<file path="src/rtl/multicycle_control_unit_if.sv">
// Control-unit bundle: instruction fields and memory handshake in, strobes, mux selects and status out.
// The control unit uses the master modport; the datapath/memory side uses slave.
interface multicycle_control_unit_if #(
    parameter int ALU_CTRL_W = 3,
    parameter int CNT_W      = 32
);
    logic [6:0]            Opcode;
    logic [2:0]            Funct_Tres;
    logic [6:0]            Funct_Siete;
    logic                  MemReady;
    logic                  MemReq;
    logic                  MemRead;
    logic                  MemWrite;
    logic                  IRWrite;
    logic                  PCWrite;
    logic                  RegWrite;
    logic [ALU_CTRL_W-1:0] ALUControl;
    logic                  WDSrc;
    logic                  ImmReg;
    logic                  ALUSrc;
    logic                  MemToReg;
    logic                  IllegalInstr;
    logic                  TimeoutErr;
    logic [CNT_W-1:0]      InstrCount;

    modport master (
        input  Opcode, Funct_Tres, Funct_Siete, MemReady,
        output MemReq, MemRead, MemWrite, IRWrite, PCWrite, RegWrite,
               ALUControl, WDSrc, ImmReg, ALUSrc, MemToReg,
               IllegalInstr, TimeoutErr, InstrCount
    );

    modport slave (
        output Opcode, Funct_Tres, Funct_Siete, MemReady,
        input  MemReq, MemRead, MemWrite, IRWrite, PCWrite, RegWrite,
               ALUControl, WDSrc, ImmReg, ALUSrc, MemToReg,
               IllegalInstr, TimeoutErr, InstrCount
    );
endinterface

</file>
<file path="src/rtl/multicycle_control_unit.sv">
// Multi-cycle RV32 control unit: FETCH/DECODE/EXECUTE/MEM/WB sequencing over a shared memory port,
// with illegal-encoding and memory-timeout traps and a retired-instruction counter.
module multicycle_control_unit #(
    parameter int ALU_CTRL_W  = 3,
    parameter int MEM_TIMEOUT = 16,
    parameter int CNT_W       = 32
) (
    input  logic                       clk,
    input  logic                       rst,
    multicycle_control_unit_if.master  bus
);
    localparam int WAIT_W = (MEM_TIMEOUT < 1) ? 1 : $clog2(MEM_TIMEOUT + 1);
    localparam logic [WAIT_W-1:0] WAIT_LIMIT = WAIT_W'(MEM_TIMEOUT);
    localparam logic [WAIT_W-1:0] WAIT_ONE   = WAIT_W'(1);
    localparam logic [CNT_W-1:0]  CNT_ONE    = CNT_W'(1);

    typedef enum logic [2:0] {
        S_FETCH   = 3'd0,
        S_DECODE  = 3'd1,
        S_EXECUTE = 3'd2,
        S_MEM     = 3'd3,
        S_WB      = 3'd4,
        S_TRAP    = 3'd5
    } state_t;

    typedef enum logic [2:0] {
        K_R  = 3'd0,
        K_I  = 3'd1,
        K_LW = 3'd2,
        K_SW = 3'd3,
        K_U  = 3'd4
    } kind_t;

    state_t            r_state, w_next;
    kind_t             r_kind, w_kind;
    logic [2:0]        r_alu, w_alu;
    logic              w_legal;
    logic [WAIT_W-1:0] r_wait, w_wait_next, w_wait_inc;
    logic [CNT_W-1:0]  r_count;
    logic              r_illegal, r_timeout;
    logic              w_retire, w_set_illegal, w_set_timeout;
    logic              w_expired, w_sel_valid;
    logic              w_mem_req, w_mem_read, w_mem_write;
    logic              w_ir_write, w_pc_write, w_reg_write;

    // Instruction classification and ALU operation from the live instruction fields
    always_comb begin
        w_legal = 1'b0;
        w_kind  = K_I;
        w_alu   = 3'b000;
        case (bus.Opcode)
            7'b0110011: begin
                w_kind = K_R;
                case (bus.Funct_Tres)
                    3'b000: begin
                        if (bus.Funct_Siete == 7'b0000000) begin
                            w_legal = 1'b1;
                            w_alu   = 3'b000;
                        end else if (bus.Funct_Siete == 7'b0100000) begin
                            w_legal = 1'b1;
                            w_alu   = 3'b001;
                        end else begin
                            w_legal = 1'b0;
                        end
                    end
                    3'b111: begin
                        w_legal = (bus.Funct_Siete == 7'b0000000);
                        w_alu   = 3'b010;
                    end
                    3'b100: begin
                        w_legal = (bus.Funct_Siete == 7'b0000000);
                        w_alu   = 3'b011;
                    end
                    3'b001: begin
                        w_legal = (bus.Funct_Siete == 7'b0000000);
                        w_alu   = 3'b100;
                    end
                    default: w_legal = 1'b0;
                endcase
            end
            7'b0010011: begin
                w_kind  = K_I;
                w_legal = (bus.Funct_Tres == 3'b000);
            end
            7'b0000011: begin
                w_kind  = K_LW;
                w_legal = (bus.Funct_Tres == 3'b010);
            end
            7'b0100011: begin
                w_kind  = K_SW;
                w_legal = (bus.Funct_Tres == 3'b010);
            end
            7'b0110111: begin
                w_kind  = K_U;
                w_legal = 1'b1;
            end
            default: w_legal = 1'b0;
        endcase
    end

    // A wait count equal to the limit still lets a same-cycle MemReady through; only a miss traps.
    assign w_expired  = (MEM_TIMEOUT != 0) && (r_wait == WAIT_LIMIT);
    assign w_wait_inc = (MEM_TIMEOUT == 0) ? '0 : (r_wait + WAIT_ONE);

    // Next-state and strobe decode
    always_comb begin
        w_next        = r_state;
        w_wait_next   = '0;
        w_retire      = 1'b0;
        w_set_illegal = 1'b0;
        w_set_timeout = 1'b0;
        w_mem_req     = 1'b0;
        w_mem_read    = 1'b0;
        w_mem_write   = 1'b0;
        w_ir_write    = 1'b0;
        w_pc_write    = 1'b0;
        w_reg_write   = 1'b0;
        case (r_state)
            S_FETCH: begin
                w_mem_req = 1'b1;
                if (bus.MemReady) begin
                    w_ir_write = 1'b1;
                    w_next     = S_DECODE;
                end else if (w_expired) begin
                    w_set_timeout = 1'b1;
                    w_next        = S_TRAP;
                end else begin
                    w_wait_next = w_wait_inc;
                end
            end
            S_DECODE: begin
                if (w_legal) begin
                    w_next = S_EXECUTE;
                end else begin
                    w_set_illegal = 1'b1;
                    w_next        = S_TRAP;
                end
            end
            S_EXECUTE: begin
                if (r_kind == K_LW || r_kind == K_SW) begin
                    w_next = S_MEM;
                end else begin
                    w_next = S_WB;
                end
            end
            S_MEM: begin
                w_mem_req   = 1'b1;
                w_mem_read  = (r_kind == K_LW);
                w_mem_write = (r_kind == K_SW);
                if (bus.MemReady) begin
                    if (r_kind == K_SW) begin
                        w_pc_write = 1'b1;
                        w_retire   = 1'b1;
                        w_next     = S_FETCH;
                    end else begin
                        w_next = S_WB;
                    end
                end else if (w_expired) begin
                    w_set_timeout = 1'b1;
                    w_next        = S_TRAP;
                end else begin
                    w_wait_next = w_wait_inc;
                end
            end
            S_WB: begin
                w_reg_write = 1'b1;
                w_pc_write  = 1'b1;
                w_retire    = 1'b1;
                w_next      = S_FETCH;
            end
            S_TRAP:  w_next = S_TRAP;
            default: w_next = S_FETCH;
        endcase
    end

    // State, decode latch, wait counter, retirement counter and sticky error flags
    always_ff @(posedge clk) begin
        if (rst) begin
            r_state   <= S_FETCH;
            r_kind    <= K_I;
            r_alu     <= 3'b000;
            r_wait    <= '0;
            r_count   <= '0;
            r_illegal <= 1'b0;
            r_timeout <= 1'b0;
        end else begin
            r_state <= w_next;
            r_wait  <= w_wait_next;
            if (r_state == S_DECODE) begin
                r_kind <= w_kind;
                r_alu  <= w_alu;
            end
            if (w_retire) begin
                r_count <= r_count + CNT_ONE;
            end
            if (w_set_illegal) begin
                r_illegal <= 1'b1;
            end
            if (w_set_timeout) begin
                r_timeout <= 1'b1;
            end
        end
    end

    assign w_sel_valid = !rst && (r_state == S_EXECUTE || r_state == S_MEM || r_state == S_WB);

    assign bus.MemReq       = w_mem_req   & ~rst;
    assign bus.MemRead      = w_mem_read  & ~rst;
    assign bus.MemWrite     = w_mem_write & ~rst;
    assign bus.IRWrite      = w_ir_write  & ~rst;
    assign bus.PCWrite      = w_pc_write  & ~rst;
    assign bus.RegWrite     = w_reg_write & ~rst;
    assign bus.ALUControl   = w_sel_valid ? ALU_CTRL_W'(r_alu) : '0;
    assign bus.WDSrc        = w_sel_valid && (r_kind != K_U);
    assign bus.ImmReg       = w_sel_valid && (r_kind == K_SW);
    assign bus.ALUSrc       = w_sel_valid && (r_kind == K_R);
    assign bus.MemToReg     = w_sel_valid && (r_kind == K_LW);
    assign bus.IllegalInstr = r_illegal & ~rst;
    assign bus.TimeoutErr   = r_timeout & ~rst;
    assign bus.InstrCount   = rst ? '0 : r_count;
endmodule

</file>
<file path="src/flat_wrapper.sv">
// flat-port wrapper written by rule: the top's interface ports become plain ports
module multicycle_control_unit_flat 
#(
    parameter int ALU_CTRL_W  = 3,
    parameter int MEM_TIMEOUT = 16,
    parameter int CNT_W       = 32
)
  (clk, rst, bus_Opcode, bus_Funct_Tres, bus_Funct_Siete, bus_MemReady, bus_MemReq, bus_MemRead, bus_MemWrite, bus_IRWrite, bus_PCWrite, bus_RegWrite, bus_ALUControl, bus_WDSrc, bus_ImmReg, bus_ALUSrc, bus_MemToReg, bus_IllegalInstr, bus_TimeoutErr, bus_InstrCount);
  multicycle_control_unit_if #(.ALU_CTRL_W(ALU_CTRL_W), .CNT_W(CNT_W)) bus_i ();
  input  logic clk;
  input  logic rst;
  input wire logic [$bits(bus_i.Opcode)-1:0] bus_Opcode;
  input wire logic [$bits(bus_i.Funct_Tres)-1:0] bus_Funct_Tres;
  input wire logic [$bits(bus_i.Funct_Siete)-1:0] bus_Funct_Siete;
  input wire logic [$bits(bus_i.MemReady)-1:0] bus_MemReady;
  output wire logic [$bits(bus_i.MemReq)-1:0] bus_MemReq;
  output wire logic [$bits(bus_i.MemRead)-1:0] bus_MemRead;
  output wire logic [$bits(bus_i.MemWrite)-1:0] bus_MemWrite;
  output wire logic [$bits(bus_i.IRWrite)-1:0] bus_IRWrite;
  output wire logic [$bits(bus_i.PCWrite)-1:0] bus_PCWrite;
  output wire logic [$bits(bus_i.RegWrite)-1:0] bus_RegWrite;
  output wire logic [$bits(bus_i.ALUControl)-1:0] bus_ALUControl;
  output wire logic [$bits(bus_i.WDSrc)-1:0] bus_WDSrc;
  output wire logic [$bits(bus_i.ImmReg)-1:0] bus_ImmReg;
  output wire logic [$bits(bus_i.ALUSrc)-1:0] bus_ALUSrc;
  output wire logic [$bits(bus_i.MemToReg)-1:0] bus_MemToReg;
  output wire logic [$bits(bus_i.IllegalInstr)-1:0] bus_IllegalInstr;
  output wire logic [$bits(bus_i.TimeoutErr)-1:0] bus_TimeoutErr;
  output wire logic [$bits(bus_i.InstrCount)-1:0] bus_InstrCount;
  assign bus_i.Opcode = bus_Opcode;
  assign bus_i.Funct_Tres = bus_Funct_Tres;
  assign bus_i.Funct_Siete = bus_Funct_Siete;
  assign bus_i.MemReady = bus_MemReady;
  assign bus_MemReq = bus_i.MemReq;
  assign bus_MemRead = bus_i.MemRead;
  assign bus_MemWrite = bus_i.MemWrite;
  assign bus_IRWrite = bus_i.IRWrite;
  assign bus_PCWrite = bus_i.PCWrite;
  assign bus_RegWrite = bus_i.RegWrite;
  assign bus_ALUControl = bus_i.ALUControl;
  assign bus_WDSrc = bus_i.WDSrc;
  assign bus_ImmReg = bus_i.ImmReg;
  assign bus_ALUSrc = bus_i.ALUSrc;
  assign bus_MemToReg = bus_i.MemToReg;
  assign bus_IllegalInstr = bus_i.IllegalInstr;
  assign bus_TimeoutErr = bus_i.TimeoutErr;
  assign bus_InstrCount = bus_i.InstrCount;
  multicycle_control_unit #(.ALU_CTRL_W(ALU_CTRL_W), .MEM_TIMEOUT(MEM_TIMEOUT), .CNT_W(CNT_W)) u_core (.clk(clk), .rst(rst), .bus(bus_i));
endmodule
</file>
<file path="config.mk">
export PLATFORM = sky130hd
export DESIGN_NAME = multicycle_control_unit_flat
export DESIGN_NICKNAME = d
export VERILOG_FILES = /design/src/rtl/multicycle_control_unit_if.sv /design/src/rtl/multicycle_control_unit.sv /design/src/flat_wrapper.sv
export SDC_FILE = /design/constraint.sdc
export NUM_CORES = 1
export LEC_CHECK = 0
export CAP_MARGIN = 10
export CORE_UTILIZATION = 45
export CTS_BUF_LIST = sky130_fd_sc_hd__clkbuf_8 sky130_fd_sc_hd__clkbuf_16
export DETAILED_ROUTE_END_ITERATION = 12
export PLACE_DENSITY = 0.75
export SYNTH_ARGS = -nofsm -noshare
export SYNTH_HDL_FRONTEND = slang
export SYNTH_SLANG_ARGS = --single-unit
export TNS_END_PERCENT = 100
</file>
<file path="constraint.sdc">
create_clock -name clk -period 1.9 [get_ports clk]
set_clock_uncertainty 0.2 [all_clocks]
set_input_delay 0.38 -clock clk [delete_from_list [all_inputs] [get_ports clk]]
set_output_delay 0.38 -clock clk [all_outputs]
set_load 0.05 [all_outputs]
</file>
==> qor.txt <==
run status: finished with violations
violated checks: negative setup slack
Setup-failing EPs final: 29
sum of routed wire segments on met1: 4.07 mm
arrival time at the worst endpoint: 1.55 ns
top area cells in the synthesized netlist: dfxtp_1, nor2b_1, nor2_1, xnor2_1, a21oi_1
largest register by flop count: u_core.r_count
Main synth FF type: dfxtp_1
instance count on the critical path: 5
antenna violations before repair: 0
Die Span Y: 80.9 um
number of filler instances in the final layout: 256
count of buffering cells on the critical path with inverters included: 2
number of max-slew violations in the final report: 0
kind of start point of the critical path: flop
Hold/Removal Path Class: reg -> reg
Post-Place Cell Area: 0.00463 mm^2
sequential cell count: 48
antenna diode count: 0
GR Util All Layers: 27.9%
max FFs per register: 32
yosys adder share: 1.70%
reg-to-reg critical path endpoint: u_core.r_count[17]
yosys xor share: 6.88%
deepest clock path buffer count: 2
share of flip-flops with an asynchronous set or reset after synthesis: 0%
clock root buffer: clkbuf_8
slew margin rel.: 62.0%
Multi-input gate area: 0.00226 mm^2
Sequential Area: 983 um^2
post-layout net count: 495
mean instance size in the synthesized netlist: 8.26 um^2
critical path, cell by cell: and3b_4 > a41oi_4 > buf_6 > nor2_4 > buf_12
post-layout instance area: 0.00524 mm^2
beginning of the critical path: u_core.r_state[2]
die boundary width: 80.9 um
total clock sinks: 48
RR Startpoint: u_core.r_state[2]
sequential-cell power consumption: 1.05 mW
worst-case setup margin in the final layout: -0.226 ns
I/O Pins: 67
number of antenna-violating nets in the routed design: 0
cell family with most CP delay: simple AND/OR/NAND/NOR gates
count of library flops with an enable pin: 0
Tcrit/Tclk final: 112%
Iteration-0 DRC Markers: 258
area figure in the yosys stat output: 0.00280 mm^2
Setup crit end: bus_PCWrite
tally of max-capacitance violations: 0
Worst Max-Slew Pin Slew: 0.569 ns
Leading cell kind: combinational gates
ys cells: 339
combinational fraction of design power: 24.7%
CTS tree: yes
vias in the first global route: 2,996
Pleak: 2.12 nW
Top Registers: u_core.r_count: 32 flops, u_core.r_wait: 5 flops
hold wc startpoint: u_core.r_wait[0]
Setup Crit Path Kind: reg -> out
area fraction in mux cells: 3.22%
Min-Delay Endpoint: u_core.r_wait[0]
number of DRC violations after detailed routing: 0
area of the die: 0.00654 mm^2
unrepaired setup endpoints after global routing: yes
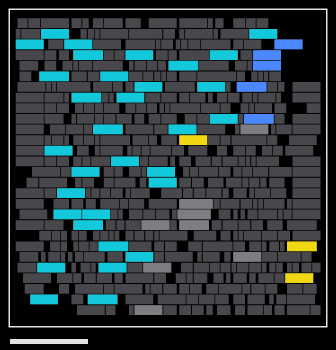
registers.png
Scale bar: 20 um.
colour	netlist name	sequential cells
blue	`u_core.r_wait`	5
cyan	`u_core.r_count`	32
yellow	`u_core.r_kind`	3
not coloured	8

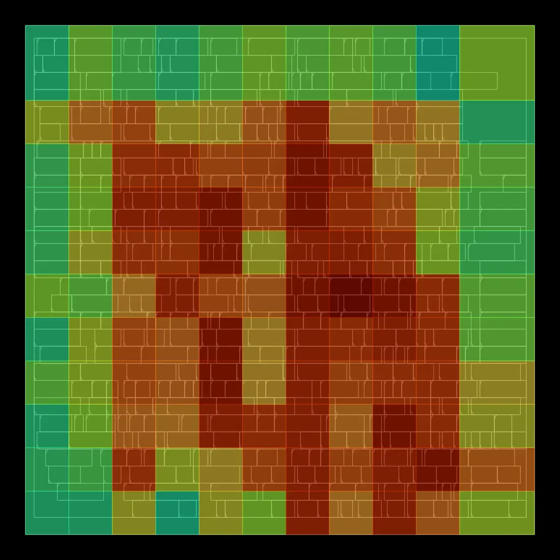
final_congestion.png
met3 Use GR: 3.82%
layer with the highest usage: met2
final design utilization: 88.0%
met1 layer usage reported by global route: 32.9%
fraction of met2 tracks used by global routing: 50.8%

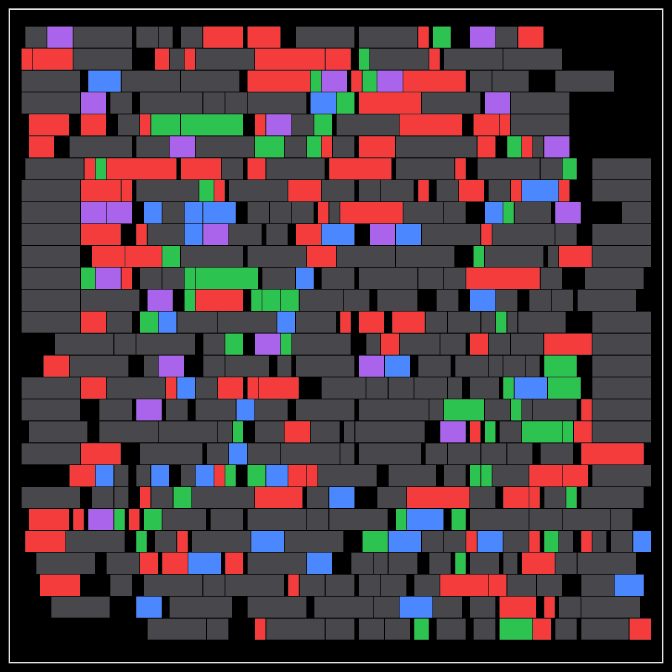
gate_families.png
colour	family	cells	most used
red	NOR gates	105	nor2_1
blue	AND and OR gates	34	and3_1
purple	XOR/XNOR gates	22	xnor2_1
green	NAND gates	53	nand2_1
Commonest Layout Cell: buf_4
non-filler instance count after layout: 547
logic gate fraction of the total cell area: 43.2%

No activity file was given, so power comes from the tool's default toggle rates.
